## src/rtl/btn_pkg.sv

```systemverilog
// btn_pkg: shared event encoding and sizing helper for the button event controller.
package btn_pkg;
  localparam int EVT_W = 2;
  typedef enum logic [EVT_W-1:0] {
    EVT_PRESS   = 2'd0,
    EVT_RELEASE = 2'd1,
    EVT_LONG    = 2'd2,
    EVT_REPEAT  = 2'd3
  } evt_t;
  function automatic int clog2_min1(input int n);
    return (n <= 2) ? 1 : $clog2(n);
  endfunction
endpackage

```

## src/rtl/btn_chan.sv

```systemverilog
// btn_chan: one button - 2-FF synchroniser, tick-based debounce and hold/long/repeat detection.
module btn_chan
  import btn_pkg::*;
#(
  parameter int DEB_TICKS  = 20,
  parameter int LONG_TICKS = 1000,
  parameter int REP_TICKS  = 200
) (
  input  logic i_clk,
  input  logic i_rst_n,
  input  logic i_tick,
  input  logic i_btn,
  output logic o_lvl,
  output logic o_evt_stb,
  output evt_t o_evt_type
);
  localparam int DW = $clog2(DEB_TICKS + 1);
  localparam int HW = $clog2(LONG_TICKS + 1);
  localparam int RW = $clog2(REP_TICKS + 1);
  logic          r_s1, r_s2, r_lvl, r_long;
  logic [DW-1:0] r_dcnt;
  logic [HW-1:0] r_hcnt;
  logic [RW-1:0] r_rph;
  logic          w_deb_done, w_htick, w_long, w_rep;
  assign w_deb_done = (r_s2 != r_lvl) && (r_dcnt == DW'(DEB_TICKS));
  assign w_htick    = r_lvl && i_tick;
  assign w_long     = w_htick && !r_long && (r_hcnt == HW'(LONG_TICKS - 1));
  assign w_rep      = w_htick && r_long && (r_rph == RW'(REP_TICKS - 1));
  assign o_lvl      = r_lvl;
  assign o_evt_stb  = w_deb_done || w_long || w_rep;
  // A debounce edge outranks a hold event landing in the same cycle.
  assign o_evt_type = w_deb_done ? (r_lvl ? EVT_RELEASE : EVT_PRESS) :
                      w_long     ? EVT_LONG : EVT_REPEAT;
  always_ff @(posedge i_clk or negedge i_rst_n) begin
    if (!i_rst_n) begin
      r_s1   <= 1'b0;
      r_s2   <= 1'b0;
      r_lvl  <= 1'b0;
      r_dcnt <= '0;
      r_hcnt <= '0;
      r_long <= 1'b0;
      r_rph  <= '0;
    end else begin
      r_s1 <= i_btn;
      r_s2 <= r_s1;
      if (r_s2 == r_lvl || w_deb_done) r_dcnt <= '0;
      else if (i_tick) r_dcnt <= r_dcnt + 1'b1;
      if (w_deb_done) r_lvl <= !r_lvl;
      if (!r_lvl || w_deb_done) begin
        r_hcnt <= '0;
        r_long <= 1'b0;
        r_rph  <= '0;
      end else if (i_tick) begin
        r_hcnt <= (r_hcnt == '1) ? r_hcnt : r_hcnt + 1'b1;
        if (w_long) r_long <= 1'b1;
        if (r_long) r_rph <= w_rep ? '0 : r_rph + 1'b1;
      end
    end
  end
endmodule

```

## src/rtl/btn_event_ctrl.sv

```systemverilog
// btn_event_ctrl: debounced button events, per-button pending slots and a round-robin
// arbiter feeding a single valid/ready event port.
module btn_event_ctrl
  import btn_pkg::*;
#(
  parameter int N_BTN      = 5,
  parameter int CLK_HZ     = 100_000_000,
  parameter int TICK_US    = 1000,
  parameter int DEB_TICKS  = 20,
  parameter int LONG_TICKS = 1000,
  parameter int REP_TICKS  = 200,
  localparam int IDW       = clog2_min1(N_BTN)
) (
  input  logic             CLK_100_I,
  input  logic             RSTN_I,
  input  logic [N_BTN-1:0] BTN_I,
  output logic [N_BTN-1:0] BTN_LVL_O,
  output logic             EVT_VALID_O,
  input  logic             EVT_READY_I,
  output logic [IDW-1:0]   EVT_ID_O,
  output logic [EVT_W-1:0] EVT_TYPE_O,
  output logic             EVT_DROP_O
);
  localparam int PRESC = CLK_HZ / 1_000_000 * TICK_US;
  localparam int PW    = clog2_min1(PRESC);
  logic [PW-1:0]    r_pcnt;
  logic [N_BTN-1:0] r_sv;
  evt_t             r_st [N_BTN];
  logic [IDW-1:0]   r_ptr, r_id;
  evt_t             r_type;
  logic             r_valid, r_drop;
  logic             w_tick, w_free, w_gnt;
  logic [IDW-1:0]   w_gidx;
  logic [N_BTN-1:0] w_stb, w_drop;
  evt_t             w_type [N_BTN];
  assign w_tick      = (r_pcnt == PW'(PRESC - 1));
  assign w_free      = !r_valid || EVT_READY_I;
  assign EVT_VALID_O = r_valid;
  assign EVT_ID_O    = r_id;
  assign EVT_TYPE_O  = r_type;
  assign EVT_DROP_O  = r_drop;
  for (genvar g = 0; g < N_BTN; g++) begin : g_chan
    btn_chan #(
      .DEB_TICKS (DEB_TICKS),
      .LONG_TICKS(LONG_TICKS),
      .REP_TICKS (REP_TICKS)
    ) u_chan (
      .i_clk     (CLK_100_I),
      .i_rst_n   (RSTN_I),
      .i_tick    (w_tick),
      .i_btn     (BTN_I[g]),
      .o_lvl     (BTN_LVL_O[g]),
      .o_evt_stb (w_stb[g]),
      .o_evt_type(w_type[g])
    );
  end
  // Scan from the far end so the slot closest to r_ptr is the one left standing.
  always_comb begin
    w_gnt  = 1'b0;
    w_gidx = '0;
    for (int i = N_BTN - 1; i >= 0; i--)
      if (w_free && r_sv[(int'(r_ptr) + i) % N_BTN]) begin
        w_gnt  = 1'b1;
        w_gidx = IDW'((int'(r_ptr) + i) % N_BTN);
      end
  end
  always_comb begin
    w_drop = '0;
    for (int i = 0; i < N_BTN; i++)
      w_drop[i] = w_stb[i] && r_sv[i] && !(w_gnt && w_gidx == IDW'(i));
  end
  always_ff @(posedge CLK_100_I or negedge RSTN_I) begin
    if (!RSTN_I) begin
      r_pcnt  <= '0;
      r_sv    <= '0;
      r_ptr   <= '0;
      r_id    <= '0;
      r_type  <= EVT_PRESS;
      r_valid <= 1'b0;
      r_drop  <= 1'b0;
      for (int i = 0; i < N_BTN; i++) r_st[i] <= EVT_PRESS;
    end else begin
      r_pcnt <= w_tick ? '0 : r_pcnt + 1'b1;
      r_drop <= |w_drop;
      for (int i = 0; i < N_BTN; i++)
        if (w_stb[i]) begin
          r_sv[i] <= 1'b1;
          r_st[i] <= w_type[i];
        end else if (w_gnt && w_gidx == IDW'(i)) r_sv[i] <= 1'b0;
      if (w_gnt) begin
        r_valid <= 1'b1;
        r_id    <= w_gidx;
        r_type  <= r_st[w_gidx];
        r_ptr   <= IDW'((int'(w_gidx) + 1) % N_BTN);
      end else if (EVT_READY_I) r_valid <= 1'b0;
    end
  end
endmodule
```

## config.mk

```make
export PLATFORM = sky130hd
export DESIGN_NAME = btn_event_ctrl
export DESIGN_NICKNAME = d
export VERILOG_FILES = /design/src/rtl/btn_pkg.sv /design/src/rtl/btn_chan.sv /design/src/rtl/btn_event_ctrl.sv
export SDC_FILE = /design/constraint.sdc
export NUM_CORES = 1
export LEC_CHECK = 0
export ABC_AREA = 1
export CAP_MARGIN = 5
export CORE_MARGIN = 2
export CORE_UTILIZATION = 25
export CTS_CLUSTER_DIAMETER = 60
export DETAILED_ROUTE_END_ITERATION = 12
export SETUP_SLACK_MARGIN = 0.3
export SLEW_MARGIN = 0
export SYNTH_ARGS = -nofsm -noshare
export SYNTH_HDL_FRONTEND = slang
export SYNTH_HIERARCHICAL = 1
export SYNTH_SLANG_ARGS = --single-unit
```

## constraint.sdc

```tcl
create_clock -name CLK_100_I -period 5.05 [get_ports CLK_100_I]
set_clock_uncertainty 0.15 [all_clocks]
set_input_delay 0.7575 -clock CLK_100_I [delete_from_list [all_inputs] [get_ports CLK_100_I]]
set_output_delay 0.7575 -clock CLK_100_I [all_outputs]
set_load 0.01 [all_outputs]
```

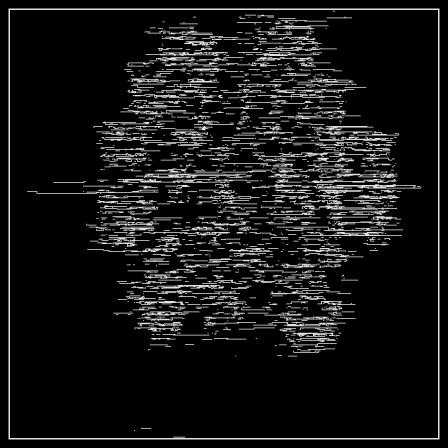
*Signal wires on met1, run 1*
main direction = horizontal
wire length on this layer = 11600 um
share of all routed wire = 47%
longest straight run = 51.1 um
Post-Route WL: 24600 um
detailed-route via count: 9696
M1 GR Usage: 0.137

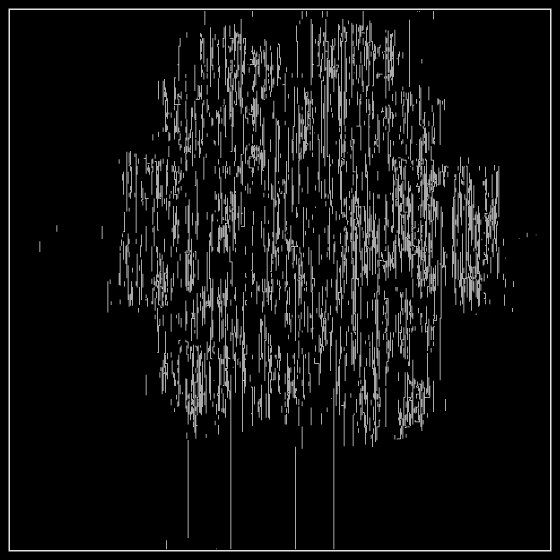
*Met2 routing, run 1*
main direction = vertical
nets with wire on the layer = 1266
longest straight run = 70.7 um
met2 Track Usage GR: 0.183

==> impl_metrics.toml, run 1 <==
# physical design summary
[setup_path]
critPathLaunch = "r_ptr[1]$_DFFE_PN0P_"
crit_required_ps = 5220
crit_arrival_ps = 4560
critPathKind = "reg2reg"
r2r-start = "r_ptr[1]$_DFFE_PN0P_"
cp-start-kind = "flop"
crit_fanout = 8
endpoint_kind = "flop"
crit_top_cell = "nand2_1"
max_stage_delay_ps = 420
slowest_stage = "fa_1"

[yosys]
synthTopLogicFamily = "simple AND/OR/NAND/NOR gates"
yosys_area_sq_um = 11600
avgSynthCellArea_sq_um = 7.49
ys_sh_xor = 0.0338
ys_sh_mux = 0.00194
synthAdderAreaFrac = 0.0565
edf_count = 0
synth_cell_types = 46
top_area_frac = 0.381
top_cells_by_count = "nand2_1, inv_1, dfrtp_1"
ff_type = "dfrtp_1"
ys_warn_count = 6
yosysTopAreaCell = "dfrtp_1"
yosysSeqAreaShare = 0.381
async_flop_share = 1.00
ys_sh_aoi = 0.0651
synth_nets = 1613
syn_area_sq_um = 11600
synthCells = 1553
numSynthFlops = 177

[grt]
grt_max_degree = 106
grt_pass1_wl_um = 42900
overflow = 0
antenna_found_initial = 0
grt_pass1_vias = 9231

[detailed_routing]
drc = 0
drtPass1Iterations = 7
drtIter0Drc = 484
avgViaCountPerCell = 4.37
final_antenna_net_count = 0

[worst_hold_path]
min_path_type = "reg2reg"
hold_start = "g_chan[1].u_chan/r_s1$_DFF_PN0_"

[floorplan]
initial_utilization = 0.252
core-area_sq_um = 46300
ios = 20
die_x_um = 220
dieArea_sq_um = 48300
rows = 79
die_h_um = 220

[placed_design]
io_buffers = 19
gp_congestion = 0.872
dp_cells = 2172
hpwl_um = 17900
dp_slack_ps = 287

[clock_network]
cts_root_buf = "clkbuf_16"
clock-sinks = 177
clk_pin_slew_ps = 70
cts_buffers = 17
clock_latency_ps = 430
clockBufferDepth = 2
htree_num_levels = 4
tritoncts = "done"
cts_hold_buf = 0

[cells_and_area]
area.growth.synth_to_final_pct = 14.8
mi_logic_area_sq_um = 6330
fin_nets = 1657
finalNonFillerCells = 2217
final_layout_size_suffix_gt1_frac = 0.125
n_antenna_cell = 0
seq_area_sq_um = 4430

[sta]
tightestPinTransition_ps = 877
timing.final.crit_period_ps = 4390
slew_viol_final = 0
rsz0062_at_grt = "false"
relSlewSlack = 0.415
fmax_mhz = 228
finalCritPeriodShare = 0.869
fin_ws_ps = 661
setup_violations = 0
tns_ps = 0
hold_violations = 0

[power]
p_leak_nw = 6.56
powerDensity_nw_per_um2 = 452
vdd.ir_drop.worst_v = 0.000457

[job]
warnings = 51
cap_violations = 0

[status]
status = "completed"
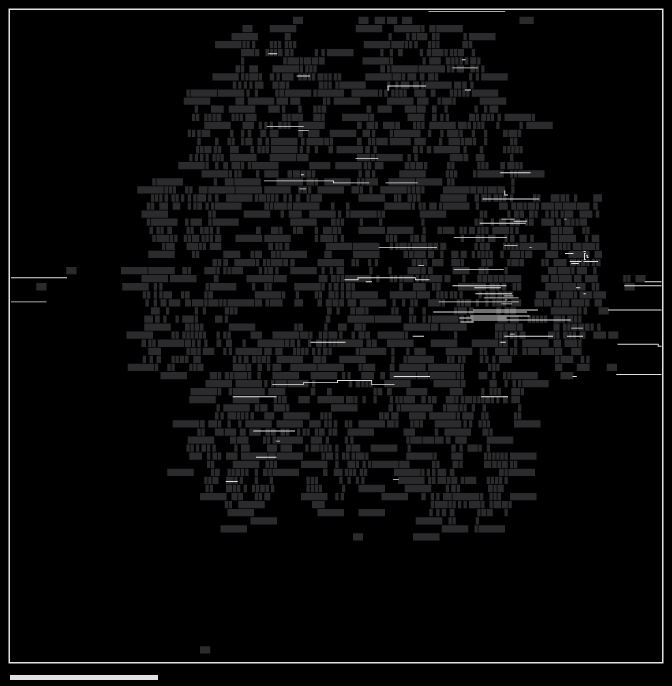
*M3 wires, run 1*
Scale bar: 50 um.
nets with wire on the layer = 53
main direction = horizontal
share of all routed wire = 3.0%
M3 GR Usage: 0.0160

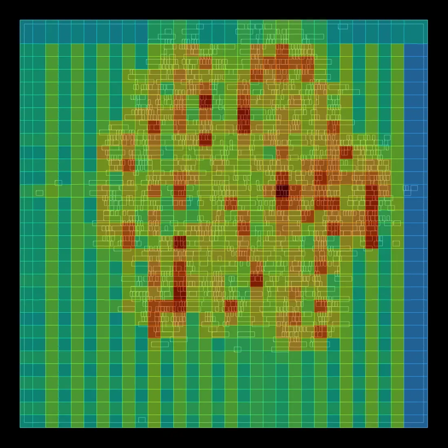
*Track usage over the die, run 1*
WL per Instance: 11.1 um
Most Crowded Layer GR: met2
Final Core Density: 0.289
gr usage total: 0.106

==> run 1: cells by family after synthesis <==
logic type               count (synthesis)
AND/OR/NAND/NOR                        925
adder cells (fa/ha/maj)                 52
flip-flops                             177
buffers and inverters                  237
XOR/XNOR                                44
multiplexers                             2
AND-OR/OR-AND                          116
==> run 1: worst max-delay path: cells and delay by family, from the launching register on <==
family / cells / cell delay (ps)
compound gates: 3 / 360
buf+inv: 3 / 460
simple gates: 17 / 1510
fa+ha+maj: 5 / 1280
flops: 1 / 400
xor+xnor: 1 / 120
==> run 1: state kept, by name (all words and copies together), names as in the netlist, 3 cells and up <==
| name | count |
|---|---|
| EVT_ID_O | 3 |
| g_chan.u_chan/o_lvl | 5 |
| g_chan.u_chan/r_dcnt | 25 |
| g_chan.u_chan/r_hcnt | 50 |
| g_chan.u_chan/r_long | 5 |
| g_chan.u_chan/r_rph | 40 |
| g_chan.u_chan/r_s1 | 5 |
| g_chan.u_chan/r_s2 | 5 |
| r_pcnt | 17 |
| r_ptr | 3 |
| r_st | 10 |
| r_sv | 5 |
==> run 1: placed cells by master (no fill, tap or decap), types with 26 or more instances in the layout <==
cell type  Yosys  final
dfrtp_1      177    175
nand3_1      111    109
a21oi_1       38     38
nor2_1       120    120
nor2_4        26     26
xor2_1        38     37
inv_1        202    200
ha_1          51     49
nand2_1      519    516
nand4_1       30     30
nand2_4       29     29
==> run 1: worst paths after layout <==
kind | slack (ps) | depth (start not counted) | end
worst max-delay path | 660 | 29 | EVT_DROP_O$_DFF_PN0_
worst min-delay path | 200 | 0 | g_chan[1].u_chan/r_s2$_DFF_PN0_
worst max register to register | 660 | 29 | EVT_DROP_O$_DFF_PN0_
worst min register to register | 200 | 0 | g_chan[1].u_chan/r_s2$_DFF_PN0_
max in group asynchronous | 3350 | 2 | g_chan[4].u_chan/r_dcnt[2]$_DFFE_PN0P_
min in group asynchronous | 290 | 1 | g_chan[4].u_chan/r_hcnt[7]$_DFFE_PN0P_
==> run 1: routing by layer <==
metal	up-vias	share of wire	wire (um)	GRT usage
met5	-	0	0	0
met4	0	0.015	365	0.0306
met3	27	0.030	747	0.0160
met2	134	0.48	11900	0.183
met1	4548	0.47	11600	0.137
li1	4987	-	-	-
==> run 1: metrics by stage <==
stage | area (sq um) | hold slack [ps] | power, mW
detailed placement | 12600 | 185 | 4.40
global route | 13400 | 207 | 6.53
global placement | 12600 | 184 | 4.31
finish | 13400 | 200 | 6.04
floorplan | 11600 | 181 | 3.72
CTS | 13200 | 202 | 5.84
==> run 1: layout make-up <==
type                            count  share of cell area
Clock buffer                       19              0.0339
Clock inverter                     13              0.0131
Inverter                          224              0.0657
Multi-Input combinational cell   1139               0.474
Sequential cell                   177               0.332
Tap cell                          607              0.0568
Timing Repair Buffer               38              0.0252
==> run 1: report_power, final <==
part	total (mW)	internal, mW	switching [mW]
Combinational	3.09	1.09	2.01
Sequential	1.54	1.48	0.0631
Clock	1.40	0.816	0.588
==> run 1: what timing repair did <==
action / CTS / global route
pin swaps: 0 / 2
gates cloned: 0 / 0
gates resized: 1 / 15
setup buffers: 0 / 13
setup endpoints to repair: 1 / 8
--- run 2 (diff from run 1) ---
CTS_CLUSTER_SIZE = 14   (was not set)
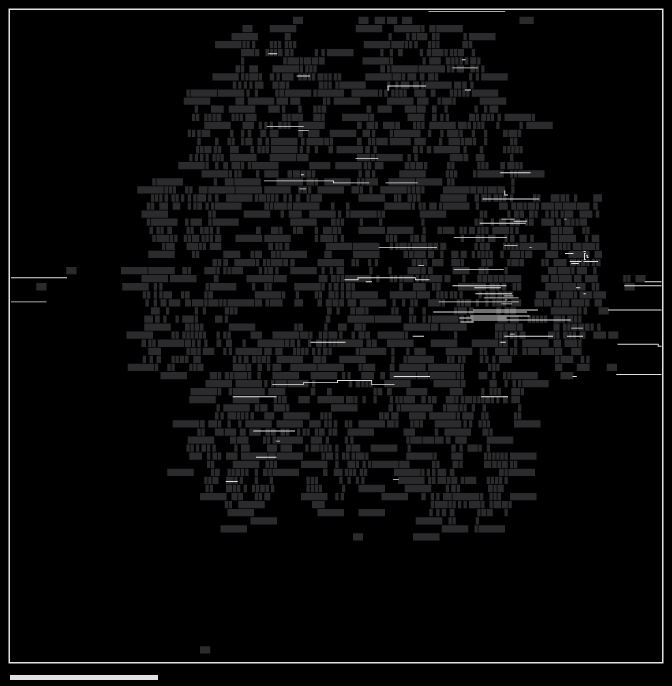
*M3 wires, run 2*
Scale bar: 50 um.
longest straight run = 33.1 um
wire length on this layer = 747 um

==> impl_metrics.toml, run 2 <==
# physical design summary
[status]
status = "completed"

[yosys]
edf_count = 0
synthTopLogicFamily = "simple AND/OR/NAND/NOR gates"
synth_stat.cells = 1553
ys_sh_aoi = 0.0651
syn_area_sq_um = 11600
ys_sh_mux = 0.00194
synthAdderAreaFrac = 0.0565
synth_cell_types = 46
synthCells = 1553
numSynthFlops = 177
synthTopCellsByArea = "dfrtp_1, nand2_1, inv_1, ha_1, nand3_1"
ff_type = "dfrtp_1"
most_common_cell = "nand2_1"
synth_nets = 1613
ys_sh_simple = 0.382
async_flop_share = 1.00
yosys_area_sq_um = 11600
yosysSeqAreaShare = 0.381
top_area_frac = 0.381
avgSynthCellArea_sq_um = 7.49
top_cells_by_count = "nand2_1, inv_1, dfrtp_1"
ys_sh_xor = 0.0338
yosysTopAreaCell = "dfrtp_1"
ys_warn_count = 6

[cells_and_area]
final_layout_size_suffix_gt1_frac = 0.125
seq_area_sq_um = 4430
num-fill-cells = 4930
n_antenna_cell = 0
largest-register = "g_chan.u_chan/r_hcnt"
biggestRegsByFlops = "g_chan.u_chan/r_hcnt x50, g_chan.u_chan/r_rph x40, g_chan.u_chan/r_dcnt x25"
area.growth.synth_to_final_pct = 14.8
lay_top_cells = "nand2_1, inv_1, dfrtp_1"
fin_nets = 1657
largest_register_ffs = 50
lay_top_count = "nand2_1"
mi_logic_area_sq_um = 6330

[clock_network]
clockBufferDepth = 2
clk_pin_slew_ps = 70
cts_buffers = 17
tritoncts = "done"
clock_latency_ps = 430
htree_num_levels = 4
clock-sinks = 177
cts_root_buf = "clkbuf_16"

[job]
cap_violations = 0
warnings = 51

[sta]
finalCritPeriodShare = 0.869
fin_hold_ws_ps = 200
timing.final.crit_period_ps = 4390
fmax_mhz = 228
tightestPinTransition_ps = 877
slew_viol_final = 0
hold_violations = 0
rsz0062_at_grt = "false"
tns_ps = 0
setup_violations = 0
relSlewSlack = 0.415

[detailed_routing]
drc = 0
wirelength_um = 24600
via_count = 9696
final_antenna_net_count = 0
wl_per_cell_um = 11.1
drtPass1Iterations = 7
avgViaCountPerCell = 4.37
drtIter0Drc = 484

[power]
p_leak_nw = 6.56
powerDensity_nw_per_um2 = 452
vdd.ir_drop.worst_v = 0.000457

[setup_path]
max_stage_delay_ps = 420
endpoint_kind = "flop"
crit_top_cell = "nand2_1"
critPathKind = "reg2reg"
slowest_stage = "fa_1"
crit_required_ps = 5220
crit_arrival_ps = 4560
crit_fanout = 8
cp-start-kind = "flop"

[grt]
grt_usage = 0.106
grt_pass1_vias = 9231
antenna_found_initial = 0
grt_max_degree = 106
overflow = 0
grt_pass1_wl_um = 42900

[floorplan]
die_h_um = 220
die_x_um = 220
rows = 79
core-area_sq_um = 46300
dieArea_sq_um = 48300
initial_utilization = 0.252
ios = 20

[worst_hold_path]
min_path_type = "reg2reg"

[placed_design]
hpwl_um = 17900
io_buffers = 19
gp_congestion = 0.872
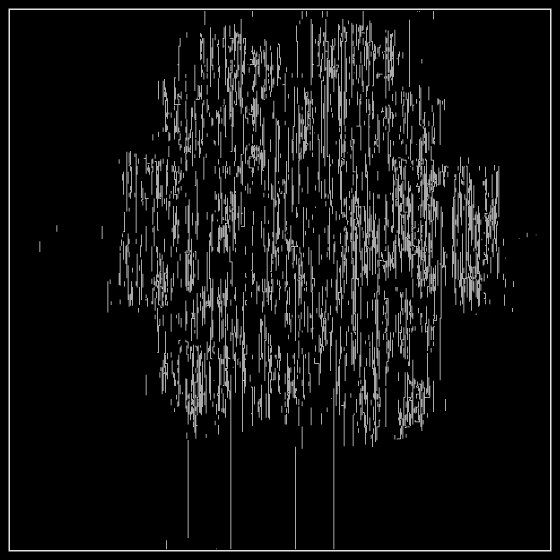
*Met2 routing, run 2*
longest straight run = 70.7 um
wire length on this layer = 11900 um
nets with wire on the layer = 1266
share of all routed wire = 48%

[run 2: cell counts after synthesis]
No cell type changed its count.
[run 2: stage by stage]
stage	cells	worst slack (ps)	total power, mW	cell area (sq um)	util
after detailed placement	2172	287	4.40	12600	0.272
final	2217	661	6.04	13400	0.289
after global placement	2172	503	4.31	12600	0.272
after CTS	2204	318	5.84	13200	0.285
after global routing	2217	253	6.53	13400	0.289
after floorplan	1553	716	3.72	11600	-
[run 2: layout make-up]
class | count | area share
tap | 607 | 0.0568
clock buffer | 19 | 0.0339
multi-input combinational | 1139 | 0.474
inverter | 224 | 0.0657
timing repair buffer | 38 | 0.0252
clock inverter | 13 | 0.0131
sequential | 177 | 0.332
[run 2: what timing repair did]
item / in CTS / in global routing
buffers inserted: 0 / 13
setup endpoints to repair: 1 / 8
gates cloned: 0 / 0
pin swaps: 0 / 2
gates resized: 1 / 15
hold buffers: 0 / 0
[run 2: final timing paths]
path | from | end | slack (ps) | depth (start not counted)
max | r_ptr[1]$_DFFE_PN0P_ | EVT_DROP_O$_DFF_PN0_ | 660 | 29
min | g_chan[1].u_chan/r_s1$_DFF_PN0_ | g_chan[1].u_chan/r_s2$_DFF_PN0_ | 200 | 0
max reg2reg | r_ptr[1]$_DFFE_PN0P_ | EVT_DROP_O$_DFF_PN0_ | 660 | 29
min reg2reg | g_chan[1].u_chan/r_s1$_DFF_PN0_ | g_chan[1].u_chan/r_s2$_DFF_PN0_ | 200 | 0
max in group asynchronous | RSTN_I | g_chan[4].u_chan/r_dcnt[2]$_DFFE_PN0P_ | 3350 | 2
min in group asynchronous | RSTN_I | g_chan[4].u_chan/r_hcnt[7]$_DFFE_PN0P_ | 290 | 1
[run 2: logic make-up (layout without fill, tap and decap cells)]
| logic type | after synthesis | in the layout |
|---|---|---|
| xor+xnor | 44 | 44 |
| flops | 177 | 177 |
| buf+inv | 237 | 294 |
| fa+ha+maj | 52 | 52 |
| simple gates | 925 | 925 |
| mux | 2 | 2 |
| compound gates | 116 | 116 |
[run 2: power by group]
group | internal, mW | total (mW) | switching (mW)
sequential | 1.48 | 1.54 | 0.0631
clock | 0.816 | 1.40 | 0.588
combinational | 1.09 | 3.09 | 2.01
total | 3.38 | 6.04 | 2.66
[run 2: critical path: cells and delay by family (launching register included)]
family,cells,cell delay (ps)
compound gates,3,360
xor+xnor,1,120
fa+ha+maj,5,1280
buf+inv,3,460
flops,1,400
simple gates,17,1510
[run 2: metal layers]
metal  vias up  wire (um)  track usage
li1       4987          -            -
met4         0        365       0.0306
met2       134      11900        0.183
met1      4548      11600        0.137
met5         -          0            0
met3        27        747       0.0160
### Signal wires on met1, run 2

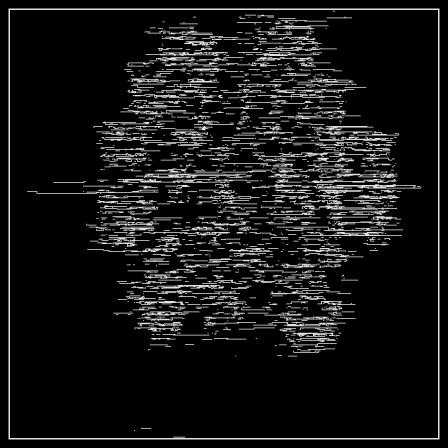

--- run 3 (diff from run 2) ---
CAP_MARGIN = 40   (was 5)
CTS_CLUSTER_DIAMETER = not set   (was 60)
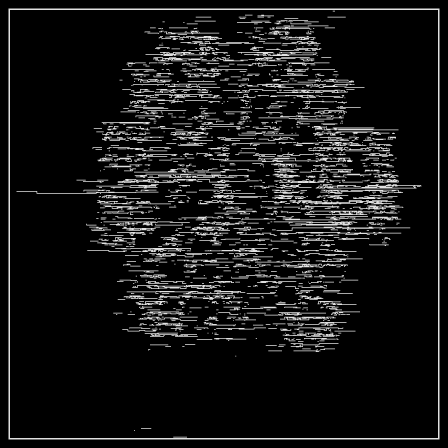
*Signal wires on met1, run 3*
share of all routed wire = 47%
wire length on this layer = 11700 um
nets with wire on the layer = 1545
longest straight run = 40.5 um
Post-Route WL: 24700 um
detailed-route via count: 9719

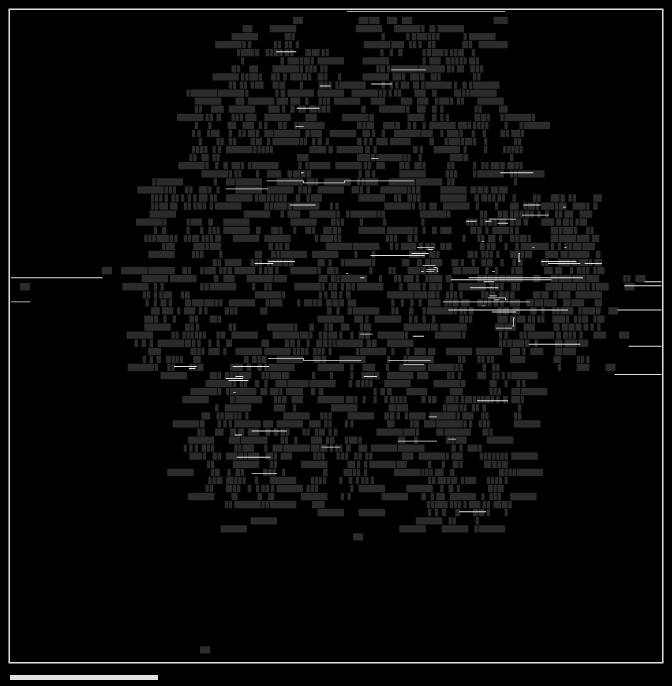
*M3 wires, run 3*
Scale bar: 50 um.
nets with wire on the layer = 59
main direction = horizontal
longest straight run = 53.1 um
wire length on this layer = 768 um
share of all routed wire = 3.1%
M3 GR Usage: 0.0167

==> impl_metrics.toml, run 3 <==
# physical design summary
[yosys]
synthTopCellsByArea = "dfrtp_1, nand2_1, inv_1, ha_1, nand3_1"
avgSynthCellArea_sq_um = 7.49
top_cells_by_count = "nand2_1, inv_1, dfrtp_1"
ys_sh_mux = 0.00194
most_common_cell = "nand2_1"
synth_nets = 1613
synth_stat.cells = 1553
yosysSeqAreaShare = 0.381
edf_count = 0
top_area_frac = 0.381
ys_sh_xor = 0.0338
synth_cell_types = 46
ys_sh_aoi = 0.0651
synthAdderAreaFrac = 0.0565
synthTopLogicFamily = "simple AND/OR/NAND/NOR gates"
ys_warn_count = 6
synthCells = 1553
ys_sh_simple = 0.382
numSynthFlops = 177
async_flop_share = 1.00
yosys_area_sq_um = 11600
ff_type = "dfrtp_1"
syn_area_sq_um = 11600
yosysTopAreaCell = "dfrtp_1"

[sta]
slew_viol_final = 0
relSlewSlack = 0.474
tns_ps = 0
setup_violations = 0
hold_violations = 0
rsz0062_at_grt = "false"
fmax_mhz = 223
finalCritPeriodShare = 0.889
tightestPinTransition_ps = 782
timing.final.crit_period_ps = 4490

[setup_path]
slowest_stage = "dfrtp_2"
reg2regPathDepth = 35
crit_required_ps = 5230
r2r-start = "r_ptr[1]$_DFFE_PN0P_"
rrSetupSlack_ps = 560
crit_arrival_ps = 4670
crit_top_cell = "nand2_1"
max_stage_delay_ps = 420
crit_fanout = 7
critPathKind = "reg2reg"
endpoint_kind = "flop"
r2r_end = "EVT_DROP_O$_DFF_PN0_"
cp-start-kind = "flop"

[detailed_routing]
drtPass1Iterations = 5
drtIter0Drc = 618
drc = 0
wl_per_cell_um = 11.1
final_antenna_net_count = 0
avgViaCountPerCell = 4.37

[clock_network]
clk_pin_slew_ps = 70
tritoncts = "done"
cts_root_buf = "clkbuf_16"
htree_num_levels = 4
clock-sinks = 177
cts_buffers = 17
cts_hold_buf = 0
clock_latency_ps = 440
clockBufferDepth = 2

[grt]
grt_max_degree = 80
grt_usage = 0.106
grt_pass1_wl_um = 42800
grt_pass1_vias = 9210
antenna_found_initial = 0
overflow = 0

[placed_design]
place_area_sq_um = 12600
hpwl_um = 18100
gp_congestion = 0.872
io_buffers = 19

[power]
vdd.ir_drop.worst_v = 0.000380
powerDensity_nw_per_um2 = 450
p_leak_nw = 6.55

[status]
status = "completed"

[job]
cap_violations = 0
warnings = 49

[floorplan]
ios = 20
rows = 79
dieArea_sq_um = 48300
die_h_um = 220
core-area_sq_um = 46300
die_x_um = 220
initial_utilization = 0.252

[cells_and_area]
lay_top_cells = "nand2_1, inv_1, dfrtp_1"
fin_nets = 1662
final_layout_size_suffix_gt1_frac = 0.128
biggestRegsByFlops = "g_chan.u_chan/r_hcnt x50, g_chan.u_chan/r_rph x40, g_chan.u_chan/r_dcnt x25"
lay_top_count = "nand2_1"
largest-register = "g_chan.u_chan/r_hcnt"
area.growth.synth_to_final_pct = 14.8
num-fill-cells = 4966
final_area_sq_um = 13400
n_antenna_cell = 0
largest_register_ffs = 50

[worst_hold_path]
min_path_type = "in2async"
-- run 3: cell type report --
type                       instances  area (sq um)  area share
sequential                       177          4430       0.332
clock buffer                      20           457      0.0342
timing repair buffer              43           394      0.0295
tap                              607           759      0.0568
inverter                         224           878      0.0657
clock inverter                    12           101     0.00758
multi-input combinational       1139          6340       0.475
-- run 3: worst max-delay path by stage --
| stage | start | endpoint | slack [ps] |
|---|---|---|---|
| floorplan | r_ptr[0]$_DFFE_PN0P_ | EVT_DROP_O$_DFF_PN0_ | 720 |
| global placement | r_ptr[1]$_DFFE_PN0P_ | EVT_DROP_O$_DFF_PN0_ | 500 |
| detailed placement | r_ptr[1]$_DFFE_PN0P_ | EVT_DROP_O$_DFF_PN0_ | 270 |
| CTS | r_ptr[1]$_DFFE_PN0P_ | EVT_DROP_O$_DFF_PN0_ | 310 |
| global route | r_ptr[1]$_DFFE_PN0P_ | EVT_DROP_O$_DFF_PN0_ | 140 |
| finish | r_ptr[1]$_DFFE_PN0P_ | EVT_DROP_O$_DFF_PN0_ | 560 |
-- run 3: kinds of logic (layout without fill, tap and decap cells) --
| group | after synthesis | count (layout) |
|---|---|---|
| AOI/OAI and AO/OA | 116 | 116 |
| xor gates and xnor gates | 44 | 44 |
| adders and majority gates | 52 | 52 |
| buffers and inverters | 237 | 299 |
| and+or+nand+nor | 925 | 925 |
| DFF | 177 | 177 |
| muxes | 2 | 2 |
-- run 3: report_power, final --
part / internal, mW / switching [mW] / total, mW / leakage [nW]
clock: 0.667 / 0.595 / 1.26 / 0.263
sequential: 1.48 / 0.0634 / 1.55 / 2.42
combinational: 1.16 / 2.05 / 3.21 / 3.87
total: 3.31 / 2.71 / 6.02 / 6.55
-- run 3: critical path: cells and delay by family, from the launching register on --
kind | cells | cell delay (ps)
AND-OR/OR-AND | 1 | 140
adder cells (fa/ha/maj) | 5 | 920
buffers and inverters | 6 | 530
AND/OR/NAND/NOR | 23 | 2230
flip-flops | 1 | 420
-- run 3: per-stage QoR --
step	total power, mW	setup slack [ps]	utilization	hold WS, ps	std cells
after floorplan	3.72	716	-	181	1553
after global placement	4.31	503	0.272	184	2172
after detailed placement	4.40	271	0.272	185	2173
after CTS	5.70	309	0.285	39.5	2205
after global routing	6.50	142	0.289	43.9	2222
final	6.02	559	0.289	49.7	2222
-- run 3: per-layer routing --
metal  vias to the layer above  global-route usage  wire length (um)
met5                         -                   0                 0
met4                         0              0.0333               354
met3                        27              0.0167               767
met2                       148               0.180             11900
met1                      4555               0.138             11700
li1                       4989                   -                 -
-- run 3: repair_timing --
action,4_1_cts,5_1_grt
setup endpoints to repair,1,8
gates resized,1,18
pin swaps,0,3
setup buffers,0,17
Power and IR drop assume default switching activity.
